[src/rtl/if_stage.sv]
// if_stage -- instruction-fetch stage of the 5-stage MIPS pipeline.
//
// Owns the PC and fetches from a variable-latency instruction memory over a
// req/ack handshake. Fetched words go to decode through the IF/ID output
// register. A one-entry skid buffer absorbs a word that arrives while decode
// is stalled. Branch/jump redirects are accepted in every state. A redirect
// that arrives while a fetch is in flight lets that fetch finish. Its data is
// then thrown away.
//
// Ports:
//   clk          rising-edge clock
//   rst          synchronous active-high reset
//   stall        hold the IF/ID output register (hazard unit)
//   redirect     one-cycle taken branch/jump pulse from EX
//   redirect_pc  redirect target, valid with redirect
//   mem_req      fetch request, held until mem_ack
//   mem_addr     fetch address, stable while mem_req is high
//   mem_ack      one-cycle completion pulse, mem_rdata valid with it
//   mem_rdata    fetched word
//   ins          instruction to decode
//   npc_o        address of ins + 4
//   ins_valid    1 = ins is a real instruction, 0 = bubble
module if_stage #(
  parameter logic [31:0] RESET_PC = 32'h8000_0000,
  parameter logic [31:0] NOP_INS  = 32'h0000_0000
) (
  input  logic        clk,
  input  logic        rst,
  input  logic        stall,
  input  logic        redirect,
  input  logic [31:0] redirect_pc,
  output logic        mem_req,
  output logic [31:0] mem_addr,
  input  logic        mem_ack,
  input  logic [31:0] mem_rdata,
  output logic [31:0] ins,
  output logic [31:0] npc_o,
  output logic        ins_valid
);

  // FETCH: request outstanding for pc_r.
  // HOLD : a word waits in the skid buffer for the stall to end.
  // DROP : the in-flight fetch is wrong-path. Wait for its ack, then go to pend_pc_r.
  typedef enum logic [1:0] {
    FETCH = 2'd0,
    HOLD  = 2'd1,
    DROP  = 2'd2
  } state_t;

  state_t      state_r;
  logic [31:0] pc_r;
  logic [31:0] pend_pc_r;
  logic [31:0] sk_ins_r;
  logic [31:0] sk_npc_r;
  logic [31:0] ins_r;
  logic [31:0] npc_r;
  logic        valid_r;
  logic [31:0] pc_plus4_s;

  assign pc_plus4_s = pc_r + 32'd4;

  // The abandoned fetch keeps its address in DROP because pc_r only moves on ack.
  assign mem_req   = ((state_r == FETCH) || (state_r == DROP)) && !rst;
  assign mem_addr  = pc_r;
  assign ins       = ins_r;
  assign npc_o     = npc_r;
  assign ins_valid = valid_r;

  // Fetch FSM, PC, skid buffer and IF/ID output register.
  always_ff @(posedge clk) begin
    if (rst) begin
      state_r   <= FETCH;
      pc_r      <= RESET_PC;
      pend_pc_r <= RESET_PC;
      sk_ins_r  <= 32'd0;
      sk_npc_r  <= 32'd0;
      ins_r     <= NOP_INS;
      npc_r     <= RESET_PC;
      valid_r   <= 1'b0;
    end else if (redirect) begin
      // A stalled IF/ID holds the delay slot. Otherwise load a bubble.
      if (!stall) begin
        ins_r   <= NOP_INS;
        valid_r <= 1'b0;
      end
      sk_ins_r <= 32'd0;
      sk_npc_r <= 32'd0;
      case (state_r)
        FETCH: begin
          if (mem_ack) begin
            pc_r <= redirect_pc;
          end else begin
            pend_pc_r <= redirect_pc;
            state_r   <= DROP;
          end
        end
        HOLD: begin
          pc_r    <= redirect_pc;
          state_r <= FETCH;
        end
        DROP: begin
          // When the stale fetch completes in this same cycle, go straight to the new target.
          pend_pc_r <= redirect_pc;
          if (mem_ack) begin
            pc_r    <= redirect_pc;
            state_r <= FETCH;
          end
        end
        default: begin
          pc_r    <= redirect_pc;
          state_r <= FETCH;
        end
      endcase
    end else begin
      case (state_r)
        FETCH: begin
          if (mem_ack) begin
            pc_r <= pc_plus4_s;
            if (stall) begin
              sk_ins_r <= mem_rdata;
              sk_npc_r <= pc_plus4_s;
              state_r  <= HOLD;
            end else begin
              ins_r   <= mem_rdata;
              npc_r   <= pc_plus4_s;
              valid_r <= 1'b1;
            end
          end else if (!stall) begin
            ins_r   <= NOP_INS;
            valid_r <= 1'b0;
          end
        end
        HOLD: begin
          if (!stall) begin
            ins_r   <= sk_ins_r;
            npc_r   <= sk_npc_r;
            valid_r <= 1'b1;
            state_r <= FETCH;
          end
        end
        DROP: begin
          if (!stall) begin
            ins_r   <= NOP_INS;
            valid_r <= 1'b0;
          end
          if (mem_ack) begin
            pc_r    <= pend_pc_r;
            state_r <= FETCH;
          end
        end
        default: begin
          state_r <= FETCH;
        end
      endcase
    end
  end

endmodule

[config.mk]
export PLATFORM = sky130hd
export DESIGN_NAME = if_stage
export DESIGN_NICKNAME = d
export VERILOG_FILES = /design/src/rtl/if_stage.sv
export SDC_FILE = /design/constraint.sdc
export NUM_CORES = 1
export LEC_CHECK = 0
export ABC_AREA = 1
export CAP_MARGIN = 20
export CORE_MARGIN = 1.5
export CORE_UTILIZATION = 50
export CTS_CLUSTER_SIZE = 30
export DETAILED_ROUTE_END_ITERATION = 6
export PLACE_DENSITY = 0.78
export SYNTH_ARGS = -nofsm -noshare
export SYNTH_HDL_FRONTEND = slang
export SYNTH_SLANG_ARGS = --single-unit
[constraint.sdc]
create_clock -name clk -period 3.3 [get_ports clk]
set_input_delay 0.33 -clock clk [delete_from_list [all_inputs] [get_ports clk]]
set_output_delay 0.33 -clock clk [all_outputs]
set_load 0.1 [all_outputs]
==> deck_impl_summary.md <==
Flow Results at a Glance

Final layout
  – Layout inverter count without the clock tree: 120
  – Count of sequential standard cells: between 150 and 200
  – Number of multi-input logic gates: 909
  – Non-filler instance count after layout: about 1700
  – Reg area: between 3000 and 4000 um^2
  – Number of antenna diodes: 0
  – Top logic cell by instance count in the layout: nand2_1
  – Top library cells by usage in the layout, fill and taps aside: nand2_1 (296), a21oi_1 (221), dfxtp_1 (195), clkdlybuf4s50_1 (163), o21ai_0 (150)
  – Number of clock-tree buffers in the layout: 21
  – Fraction of standard cell area that is sequential: 34.40%

Hold path
  – Number of cells on the worst hold path: 2

Logic synthesis
  – Count of unique library cells instantiated by Yosys: 40
  – Synth Register Bits: a little under 200
  – Post-synthesis share of cell area spent on and, or, nand and nor gates: 19.79%
  – Xor and xnor area share after synthesis: about 1.0%
  – Post-synthesis cell count: 1313
  – Max-area cell share: a little over two fifths
  – Sequential-to-total area share from yosys stat: a little over two fifths
  – Top cells by area: dfxtp_1 (43%), nand2_1 (12%), a21oi_1 (12%), o21ai_0 (8.2%), inv_1 (4.5%)
  – Post-synthesis cell type with the largest combined area: dfxtp_1

Global route
  – All-layer global routing usage: 27.50%
  – First-pass GRT wire length: ~43000 um
  – Pin count of the biggest net entering global routing: approximately 71
  – Most heavily used metal layer in global routing: met2

Timing
  – Finish-stage setup viols: 0
  – Post-route setup slack: ~0.68 ns
  – Rel. slew slack: between 20% and 30%
  – Min cycle time layout: ~2.6 ns

Place
  – Dpl cells: ~1600

Power and ir drop
  – Sequential fraction of design power: 41.5%
  – Leakage power: 4.453 nW
  – Switching power total: between 2 and 2.5 mW

Clocking
  – Count of cells resized by post-cts repair: 0
  – TritonCTS clock tree: built
  – Clk root buf: clkbuf_16

Worst setup path
  – Cell Chain, Critical Path: inv_1 -> ha_1 -> nor2_4 -> clkinv_2 -> nor2_2 -> a211oi_4 -> nand2_4 -> nand2_1 -> a21oi_1
  – Highest-delay cell along the critical path: a211oi_4
  – Kind of end point of the critical path: flip-flop
  – Worst Setup Path Type: flip-flop to flip-flop
  – Capture instance of the worst register-to-register path: ins[30]
  – Crit path DRT: 3.59 ns

Floorplan
  – DIE HEIGHT: ~140 um
  – Starting utilization of the core area: between 50 and 60%

Drt
  – Post-Route WL: 26960 um
  – Number of DRC markers after the initial detailed-route iteration: 591
  – Met2 layer wire length in the routed design: around 13000 um

Job
  – Count of warning messages emitted by the tools: 28

Status
  – Outcome: finished clean
**Placement by cell class**

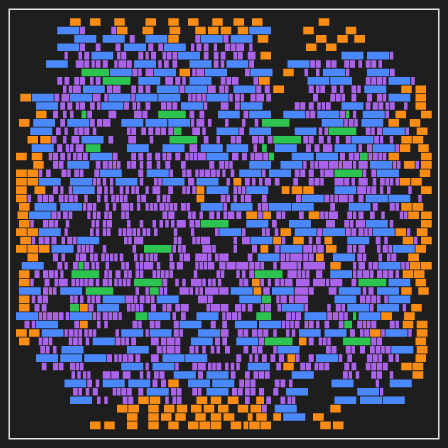
Key: remaining logic cells = purple [cells 1029]; remaining buffers and delay cells = orange [cells 182]; registers = blue [cells 195]; clock drivers and dummy loads = green [cells 32]
row cnt: 49
Post-Route Utilization: 63.17%

**Drive-strength map**

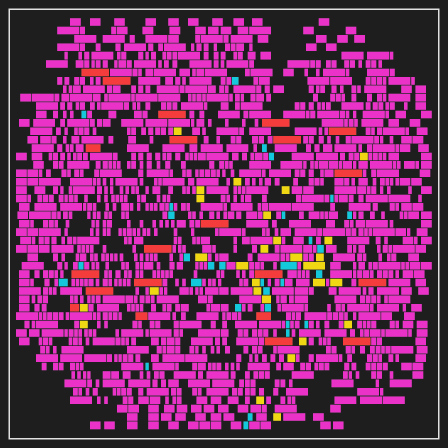
Key: x3 and x4 = yellow [cells 28, share 1.9%, most used buf_4]; x1 and smaller = magenta [cells 1359, share 95%, most used nand2_1]; x6 and larger = red [cells 21, share 1.5%, most used clkbuf_16]; x2 = cyan [cells 30, share 2.1%, most used inv_2]
area growth from synthesis to layout: 23.55%
area of all placed cells without fillers: 11350 um^2

**I/O nets highlighted**

Bar = 50 um.
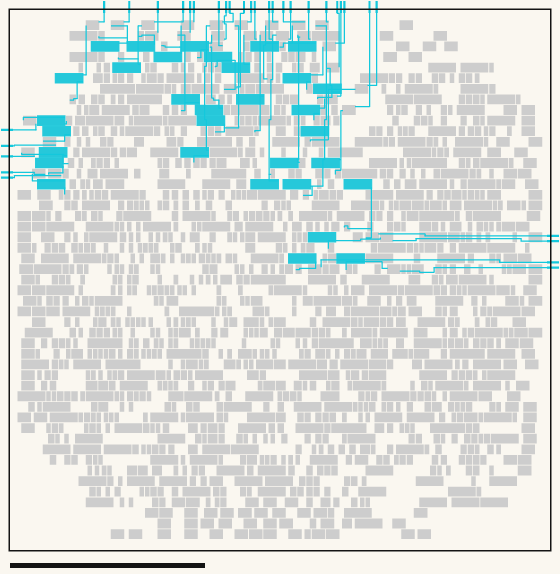
Key: npc_o = cyan [bits 32, direction output, end cells 32, buffers 32, wire 1070 um]
IO Port Bufs: 166
number of ports placed on the die boundary: 167

No activity file was given, so power comes from the tool's default toggle rates.
